## config.mk

```make
export PLATFORM = sky130hd
export DESIGN_NAME = dual_port_ram_bwe
export DESIGN_NICKNAME = d
export VERILOG_FILES = /design/src/rtl/dual_port_ram_pkg.sv /design/src/rtl/dpram_clear_seq.sv /design/src/rtl/dual_port_ram_bwe.sv
export SDC_FILE = /design/constraint.sdc
export NUM_CORES = 1
export LEC_CHECK = 0
export CAP_MARGIN = 20
export CORE_ASPECT_RATIO = 1.1
export CORE_UTILIZATION = 41
export DETAILED_ROUTE_END_ITERATION = 8
export GPL_TIMING_DRIVEN = 1
export HOLD_SLACK_MARGIN = 0.03
export PLACE_DENSITY = 0.69
export SLEW_MARGIN = 5
export SYNTH_ARGS = -nofsm -noshare
export SYNTH_HDL_FRONTEND = slang
export SYNTH_SLANG_ARGS = --single-unit
export TNS_END_PERCENT = 30
```

## constraint.sdc

```tcl
create_clock -name clk -period 5.28 [get_ports clk]
set_clock_uncertainty 0.2 [all_clocks]
set_input_delay 0.528 -clock clk [delete_from_list [all_inputs] [get_ports clk]]
set_output_delay 0.528 -clock clk [all_outputs]
set_load 0.02 [all_outputs]
```

## src/rtl/dual_port_ram_pkg.sv

```systemverilog
// Shared encodings, clear-sequencer states and the byte-merge helper for dual_port_ram_bwe.
package dual_port_ram_pkg;

   localparam int RDW_READ_FIRST  = 0;
   localparam int RDW_WRITE_FIRST = 1;
   localparam int RDW_NO_CHANGE   = 2;

   // Widest word the merge helper handles; callers zero-extend and slice back.
   localparam int MERGE_W  = 256;
   localparam int MERGE_NB = MERGE_W / 8;

   typedef enum logic {
      CLEAR = 1'b0,
      RUN   = 1'b1
   } clr_state_e;

   function automatic logic [MERGE_W-1:0] byte_merge(
      input logic [MERGE_W-1:0]  old_w,
      input logic [MERGE_W-1:0]  new_w,
      input logic [MERGE_NB-1:0] mask
   );
      logic [MERGE_W-1:0] res;
      res = old_w;
      for (int k = 0; k < MERGE_NB; k++) begin
         if (mask[k]) res[8*k +: 8] = new_w[8*k +: 8];
      end
      return res;
   endfunction

endpackage

```

## src/rtl/dpram_clear_seq.sv

```systemverilog
// Post-reset clear sequencer: walks every word once writing zero, then hands the array to the ports.
module dpram_clear_seq
   import dual_port_ram_pkg::*;
#(
   parameter int DEPTH      = 16,
   parameter int ADDR_WIDTH = 4
) (
   input  logic                  clk,
   input  logic                  rst_n,
   output logic                  init_busy,
   output logic                  clr_we,
   output logic [ADDR_WIDTH-1:0] clr_addr
);

   localparam logic [ADDR_WIDTH-1:0] LAST = ADDR_WIDTH'(DEPTH - 1);

   clr_state_e            state_q, state_d;
   logic [ADDR_WIDTH-1:0] cnt_q, cnt_d;

   always_comb begin
      state_d = state_q;
      cnt_d   = cnt_q;
      if (state_q == CLEAR) begin
         if (cnt_q == LAST) begin
            state_d = RUN;
            cnt_d   = '0;
         end else begin
            cnt_d = cnt_q + ADDR_WIDTH'(1);
         end
      end
   end

   always_ff @(posedge clk) begin
      if (!rst_n) begin
         state_q <= CLEAR;
         cnt_q   <= '0;
      end else begin
         state_q <= state_d;
         cnt_q   <= cnt_d;
      end
   end

   // Busy is also forced while reset is held so the ports never see a half-cleared array.
   assign init_busy = !rst_n || (state_q == CLEAR);
   assign clr_we    = (state_q == CLEAR);
   assign clr_addr  = cnt_q;

endmodule

```

## src/rtl/dual_port_ram_bwe.sv

```systemverilog
// True dual-port RAM with byte write enables, read-valid strobes, RDW mode and collision flag.
// Optional extra output register stage: define DPRAM_OUT_REG_EN.
module dual_port_ram_bwe
   import dual_port_ram_pkg::*;
#(
   parameter int DATA_WIDTH = 32,
   parameter int ADDR_WIDTH = 4,
   parameter int DEPTH      = 1 << ADDR_WIDTH,
   parameter int RDW_MODE   = RDW_READ_FIRST,
   localparam int NB        = DATA_WIDTH / 8
) (
   input  logic                  clk,
   input  logic                  rst_n,
   output logic                  init_busy,
   input  logic                  en_a,
   input  logic [NB-1:0]         we_a,
   input  logic [ADDR_WIDTH-1:0] addr_a,
   input  logic [DATA_WIDTH-1:0] data_a,
   output logic [DATA_WIDTH-1:0] q_a,
   output logic                  valid_a,
   input  logic                  en_b,
   input  logic [NB-1:0]         we_b,
   input  logic [ADDR_WIDTH-1:0] addr_b,
   input  logic [DATA_WIDTH-1:0] data_b,
   output logic [DATA_WIDTH-1:0] q_b,
   output logic                  valid_b,
   output logic                  collision
);

   logic [DATA_WIDTH-1:0] mem [DEPTH];

   logic                  busy;
   logic                  run;
   logic                  clr_we;
   logic [ADDR_WIDTH-1:0] clr_addr;

   dpram_clear_seq #(
      .DEPTH     (DEPTH),
      .ADDR_WIDTH(ADDR_WIDTH)
   ) u_clear (
      .clk      (clk),
      .rst_n    (rst_n),
      .init_busy(busy),
      .clr_we   (clr_we),
      .clr_addr (clr_addr)
   );

   assign run       = !busy;
   assign init_busy = busy;

   // Index 0 is port A, index 1 is port B.
   logic [1:0]                 en_p;
   logic [1:0][NB-1:0]         we_p;
   logic [1:0][ADDR_WIDTH-1:0] addr_p;
   logic [1:0][DATA_WIDTH-1:0] data_p;
   logic [1:0]                 wr_p;
   logic [1:0]                 valid_s1;
   logic [1:0][DATA_WIDTH-1:0] q_s1;

   assign en_p   = {en_b, en_a};
   assign we_p   = {we_b, we_a};
   assign addr_p = {addr_b, addr_a};
   assign data_p = {data_b, data_a};

   generate
      for (genvar gi = 0; gi < 2; gi++) begin : g_port
         logic                  acc;
         logic                  in_range;
         logic [DATA_WIDTH-1:0] old_word;
         logic [DATA_WIDTH-1:0] wf_word;
         logic [MERGE_W-1:0]    merged;
         logic [DATA_WIDTH-1:0] q_d, q_q;
         logic                  valid_d, valid_q;

         assign acc      = run && en_p[gi];
         assign in_range = {1'b0, addr_p[gi]} < (ADDR_WIDTH+1)'(DEPTH);
         assign old_word = in_range ? mem[addr_p[gi]] : '0;
         assign merged   = byte_merge(MERGE_W'(old_word), MERGE_W'(data_p[gi]), MERGE_NB'(we_p[gi]));
         assign wf_word  = merged[DATA_WIDTH-1:0];
         assign wr_p[gi] = acc && in_range && (|we_p[gi]);

         if (DATA_WIDTH < MERGE_W) begin : g_hi
            logic unused_merge_hi;
            assign unused_merge_hi = ^merged[MERGE_W-1:DATA_WIDTH];
         end

         // The other port's same-cycle write is never visible here: old_word is the pre-edge array.
         always_comb begin
            q_d     = q_q;
            valid_d = 1'b0;
            if (acc) begin
               valid_d = 1'b1;
               if (!in_range) begin
                  q_d = '0;
               end else if (wr_p[gi] && (RDW_MODE == RDW_NO_CHANGE)) begin
                  valid_d = 1'b0;
               end else if (wr_p[gi] && (RDW_MODE == RDW_WRITE_FIRST)) begin
                  q_d = wf_word;
               end else begin
                  q_d = old_word;
               end
            end
         end

         always_ff @(posedge clk) begin
            if (!rst_n) begin
               q_q     <= '0;
               valid_q <= 1'b0;
            end else begin
               q_q     <= q_d;
               valid_q <= valid_d;
            end
         end

         assign q_s1[gi]     = q_q;
         assign valid_s1[gi] = valid_q;
      end
   endgenerate

   logic coll_d, coll_q;

   always_comb begin
      coll_d = run && en_a && en_b && (addr_a == addr_b) && ((|we_a) || (|we_b));
   end

   always_ff @(posedge clk) begin
      if (!rst_n) coll_q <= 1'b0;
      else        coll_q <= coll_d;
   end

   // Port B lanes are applied first so port A overrides any lane both ports write.
   always_ff @(posedge clk) begin
      if (clr_we) begin
         mem[clr_addr] <= '0;
      end else begin
         for (int p = 1; p >= 0; p--) begin
            for (int k = 0; k < NB; k++) begin
               if (wr_p[p] && we_p[p][k]) mem[addr_p[p]][8*k +: 8] <= data_p[p][8*k +: 8];
            end
         end
      end
   end

`ifdef DPRAM_OUT_REG_EN
   logic [1:0][DATA_WIDTH-1:0] q_o_d, q_o_q;
   logic [1:0]                 valid_o_d, valid_o_q;
   logic                       coll_o_d, coll_o_q;

   always_comb begin
      q_o_d     = q_s1;
      valid_o_d = valid_s1;
      coll_o_d  = coll_q;
   end

   always_ff @(posedge clk) begin
      if (!rst_n) begin
         q_o_q     <= '0;
         valid_o_q <= '0;
         coll_o_q  <= 1'b0;
      end else begin
         q_o_q     <= q_o_d;
         valid_o_q <= valid_o_d;
         coll_o_q  <= coll_o_d;
      end
   end

   assign q_a       = q_o_q[0];
   assign q_b       = q_o_q[1];
   assign valid_a   = valid_o_q[0];
   assign valid_b   = valid_o_q[1];
   assign collision = coll_o_q;
`else
   assign q_a       = q_s1[0];
   assign q_b       = q_s1[1];
   assign valid_a   = valid_s1[0];
   assign valid_b   = valid_s1[1];
   assign collision = coll_q;
`endif

endmodule

```

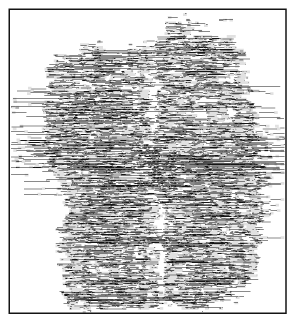
Figure 1: signal wires on met1.
(1 px per um)
The layer holds 37% of the routed length. The wires run mostly horizontal. The longest straight run is 78.2 um. The layer carries 39.9 mm of wire.

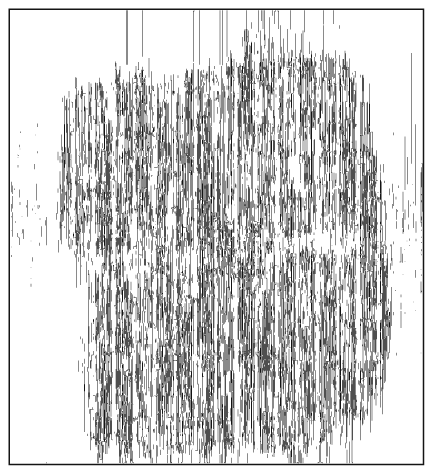
Figure 2: signal wires on met2.
(1.5 px per um)
2122 nets have wire on it. The longest straight run is 96.2 um. The layer carries 51.3 mm of wire.

==> out/metrics.yaml <==
status: "completed"
cts_made_buffers: 59
layout.nets: 2274
slew_viol_final: 0
antenna_found_initial: 3
top_cells_by_area: "edfxtp_1 46%, mux2_2 18%, mux4_2 17%"
overflow: 0
sw_frac_of_total: 0.2346
cp.required_ps: 5420
syn_avg_cell_area_um2: 15.85
wl_um: 107200
instances_no_fill: 3294
pwr-share-clk: 0.438
clk_latency_ps: 640
max_freq_mhz: 244.6
ys_area_mm2: 0.03366
coreArea_mm2: 0.08087
cts_resized: 0
setup_violations: 0
cp_common_cell: "buf_4"
drt-pass1-iter-count: 5
final.setup.tns_ps: 0
ys_cells: 2124
cp-end-kind: "flip-flop"
dp_cells: 3179
critical_path.startpoint_type: "flip-flop"
clockRootBuffer: "clkbuf_16"
min_path_type: "flip-flop to flip-flop"
logic_area_mm2: 0.01569
grt_util_all_layers: 0.2568
crit_slowest_cell: "dfxtp_1"
worstSetupPathType: "flip-flop to flip-flop"
place.gp.congestion: 0.8803
p_comb_frac: 0.079
fp_util: 0.4162
cpPeakStageDelay_ps: 810
period_needed_ps: 4089
drt_iter0_drc: 2565
critPathTopFamily: "simple AND/OR/NAND/NOR gates"
peakVddDrop_uv: 240.6
cts_sinks: 584
intPower_w: 0.008080
clkTransAtPathRegs_ps: 70
yosysTopAreaCell: "edfxtp_1"
p_sw_w: 0.002477
rows: 109
syn_nets: 2209
grt_pass1_wl_um: 154800
clockBufferDepth: 3
layout-drive-gt1-share: 0.4797
yosys_warnings: 0
tightest_slew_ps: 1209
ys_types: 50
grt_max_degree: 89
port_buffers: 151
vias_per_cell: 6.570
place_hpwl_um: 70630
synthCells: 2124
syn_to_final_growth_pct: 13.24
ys_seq_share: 0.4996
cp_max_fo: 21
worstPathArrival_ps: 4230
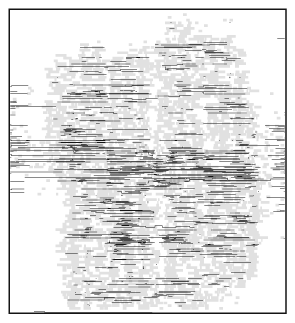
Figure 3: M3 wires.
(1 px per um)
The layer carries 11900 um of wire. The wires run mostly horizontal. The longest straight run is 137 um. 426 nets have wire on it. The layer holds 11% of the routed length.

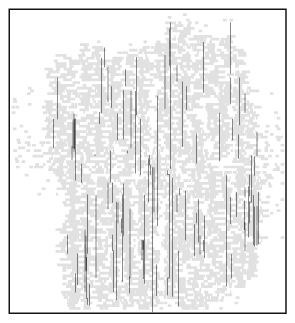
Figure 4: metal 4.
(1 px per um)
The layer carries 4000 um of wire. The longest straight run is 146 um. The wires run mostly vertical. The layer holds 3.7% of the routed length. 64 nets have wire on it.

-- cells in the final DEF, fill, tap and decap left out, types with 45 or more instances in the layout --
cell type and instances:
clkbuf_16 61, o21ai_0 45, buf_4 82, edfxtp_1 512
dfxtp_1 72, o22ai_1 48, mux4_2 254, mux2_2 544
nand2_1 58, a22oi_1 64, clkdlybuf4s50_1 145, mux2i_1 69
-- state kept, by name (all words and copies together), names as in the netlist --
| register | count |
|---|---|
| collision | 1 |
| mem | 512 |
| q_a | 32 |
| q_b | 32 |
| u_clear.clr_addr | 4 |
| u_clear.state_q | 1 |
| valid_a | 1 |
| valid_b | 1 |
-- worst register-to-register path: stages, from the launching register on --
cell and delay, ps:
dfxtp_1 810, nand3_1 470, nor2_1 690, mux2i_1 310, buf_4 280, o32ai_1 770, buf_4 270
-- cells in the mapped netlist (all sizes together) --
cell,instances
mux2,544
edfxtp,512
mux4,254
buf,119
clkbuf,113
nor2,73
dfxtp,72
mux2i,70
a22oi,64
nand2,58
o22ai,48
o21ai,45
and3,33
o211ai,32
o32ai,16
nand3,11
a21oi,8
and2,6
nand2b,6
nor2b,6
inv,4
xnor2,4
a31oi,3
a21boi,2
nor3,2
nor4,2
nor4b,2
or2,2
or3,2
a2111oi,1
a2bb2oi,1
a32oi,1
ha,1
nand4,1
nor3b,1
o21a,1
or3b,1
or4,1
or4b,1
xor2,1
-- power groups by stage --
stage          Clock [W]  Combinational [W]  Sequential (W)
6_report         0.00463           0.000833         0.00510
5_1_grt          0.00480           0.000858         0.00510
4_1_cts          0.00465           0.000819         0.00510
3_5_place_dp           0           0.000814         0.00520
3_3_place_gp           0           0.000802         0.00519
2_1_floorplan          0           0.000492         0.00518
-- final timing paths --
check / endpoint / startpoint / cells after the start
max: mem[3][8] / u_clear.state_q / 6
min: q_a[18] / q_a[18] / 2
max reg2reg: mem[3][8] / u_clear.state_q / 6
min reg2reg: q_a[18] / q_a[18] / 2
-- cell type report --
cell class	count	share of cell area
Clock inverter	43	0.01359
Clock buffer	68	0.04152
Multi-Input combinational cell	1304	0.4116
Antenna cell	1	0.00006565
Timing Repair Buffer	236	0.05708
Tap cell	1054	0.03460
Inverter	4	0.0003939
Sequential cell	584	0.4411
-- logic make-up after synthesis --
| logic type | count (synthesis) | synth area share |
|---|---|---|
| multiplexers | 868 | 0.3727 |
| adder cells (fa/ha/maj) | 1 | 0.0003716 |
| XOR/XNOR | 5 | 0.001301 |
| buffers and inverters | 236 | 0.03710 |
| AND-OR/OR-AND | 222 | 0.04438 |
| AND/OR/NAND/NOR | 208 | 0.04453 |
| flip-flops | 584 | 0.4996 |
-- routing by layer --
metal  vias up  track usage  routed length, um
li1       8797            -                  -
met2      1426       0.4152              51340
met5         -            0                 27
met1     11200       0.3356              39890
met3       213      0.06363              11940
met4         4      0.09169               4004
-- metrics by stage --
step	instance area, um^2	total power, W	hold WS, ps	util	setup WS, ps
2_1_floorplan	33660	0.005668	306.3	-	2330
3_3_place_gp	35940	0.005991	268.2	0.4444	864.4
3_5_place_dp	36000	0.006011	272.1	0.4451	857.9
4_1_cts	38100	0.01056	287.7	0.4711	1250
5_1_grt	38120	0.01076	311.4	0.4713	1096
6_report	38120	0.01056	287.0	0.4713	1191
Power figures rest on the tool's default switching activity, not on a simulated workload.
